Design complex_mac_pipe, sky130hd; sources not shown.
Figure 1. Layout detail.
Region (247, 247) to (267, 267) µm. Cells in gray, sequential cells in the stronger gray; small squares are vias.
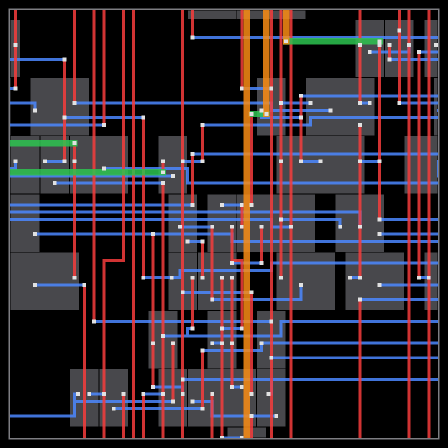
| layer | color |
|---|---|
| met2 | red |
| met4 | orange |
| met1 | blue |
| met3 | green |
most frequent: nand2_1 (9), buf_4 (4)
sequential cells in the window: 0
cells with their middle in the window: 26

Figure 2. Signal wires on met2.
Drawn at 1 px/µm. Cells faint in the background.
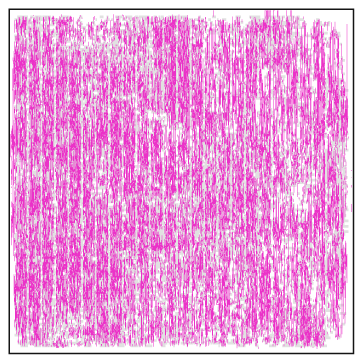
longest straight run: 143 µm
wire length on this layer: 104 mm
DRT Wirelength: 223,200 µm
vias: 64,470
M2 GR Usage: 0.6341

Figure 3. Wiring by layer.
Drawn at 1.5 px/µm. Only two layers are drawn.
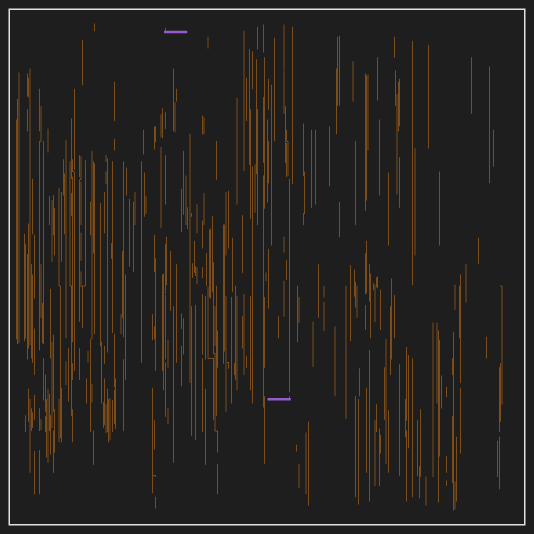
| layer | color | wire length |
|---|---|---|
| met4 | orange | 15,100 µm |
| met5 | purple | 27.6 µm |
Tot GR Track Use: 0.3817
WL/cell: 18.68 µm

Figure 4. The clock network.
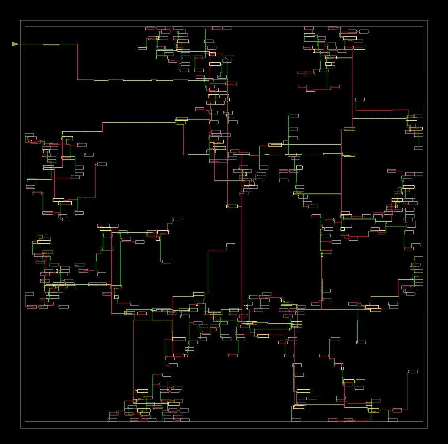
Clock group: 2920 µW
clk ins delay skew pair: 0.65 ns
# clk buffers: 65
Num CTS Buffers: 46
flip-flops: 316

==> reports/qor.csv <==
stage;metric;value;unit
floorplan;floorplan.tapcells;1488;
hold_path;hold_class;register to register;
synthesis;edf_count;0;
synthesis;yosys.area_share.xor_xnor;0.03205;
global_routing;grt_pass1_vias;65860;
layout;nets;12030;
synthesis;synthArstFlopShare;0;
synthesis;netlist_instances;9810;
power_and_ir_drop;power-top-group;combinational logic;
floorplan;dieArea;117500;µm²
synthesis;top_cells_by_area;fa_1 31%, nand2_1 15%, inv_1 14%;
clock_tree;cts_root_buffer;clkbuf_16;
power_and_ir_drop;power_density;299.2;nW/µm²
timing;final-hold-violation-count;0;
critical_path;worstSetupEndpointType;register;
drt;antenna_left;0;
clock_tree;htree_levels;2;
layout;largest_cell_class;multi-input combinational cells;
global_routing;grt_pass1_wl;351200;µm
critical_path;crit_type;register to register;
layout;signal_buffers;916;
run_status;violations;negative setup slack;
layout;drive_above_1_share;0.1635;
synthesis;mux_area_frac;0;
layout;lay_top_count;nand2_1;
critical_path;worst-path-buf-inv;8;
timing;whs;0.2687;ns
global_routing;grt_busiest_layer;met2;
layout;syn_to_final_growth;19.81;%
drt;drc;0;
global_routing;grt.met1_usage;0.4741;
layout;fillers;9027;
power_and_ir_drop;p_clk_frac;0.121;
layout;final_core_util;0.7259;
clock_tree;cts_hold_buf;0;
power_and_ir_drop;power_leakage;0.04304;µW
critical_path;cpMaxStageDelayCell;ha_1;
critical_path;max_stage_delay;0.40;ns
layout;flop_area;6351;µm²
timing;setup_viol;17;
synthesis;ys_warn_count;0;
clock_tree;clk_pin_slew;0.06;ns
layout;sh_seq_area;0.07884;
power_and_ir_drop;p_seq;2240;µW
job;tool_warnings;34;
floorplan;core;111000;µm²
job;maxCapViolCount;0;
hold_path;min_delay_path_depth;2;
critical_path;path_max_fanout;8;
synthesis;synth_dominant_cell_count;nand2_1;
layout;final_layout_top_logic_cells;2,514 x nand2_1, 2,394 x inv_1, 1,052 x fa_1;
critical_path;critical_path.most_common_cell;nand2_2;
floorplan;rows;122;
floorplan;die_w;342.8;µm
synthesis;synth.top_cell.area_share;0.3132;
layout;stdcell_count;11950;
timing;relSlewSlack;0.4316;
power_and_ir_drop;max-vdd-ir-drop;0.0002199;V
timing;setup_slack;-0.2188;ns
drt;highest_layer;met5;
layout;sh_comb_area;0.6652;
drt;wl_met3;18590;µm
layout;logic_area;53590;µm²
power_and_ir_drop;switchingPower;12920;µW
run_status;status;complete, but fails checks;
synthesis;fa_ha_area_frac;0.4026;
timing;period_needed;7.019;ns
timing;rsz0062_at_grt;true;
timing;fmax;142.5;MHz
synthesis;synth_area;67230;µm²
power_and_ir_drop;internal_power;11180;µW
layout;clock_cell_area_share;0.02216;
drt;drt-initial-drc-count;5334;
drt;firstDrtPassIters;6;
synthesis;synth_seq_share;0.09409;
clock_tree;postCtsSetupRepairBufs;22;
floorplan;floorplan.core_util;0.6059;
synthesis;flop_cell;dfxtp_1;
drt;met2_length;104300;µm
timing;worst_slew_pin_slew;0.8525;ns
power_and_ir_drop;p_total;24100;µW
synthesis;avgSynthCellArea;6.854;µm²
placed_design;dp_hpwl;182400;µm
drt;wl_met1;85110;µm
layout;area_share_nonclk_buffers;0.09529;
timing;final.setup.tns;-2.668;ns
layout;comb_cells;6673;
Power is estimated from default activity; no workload was simulated.
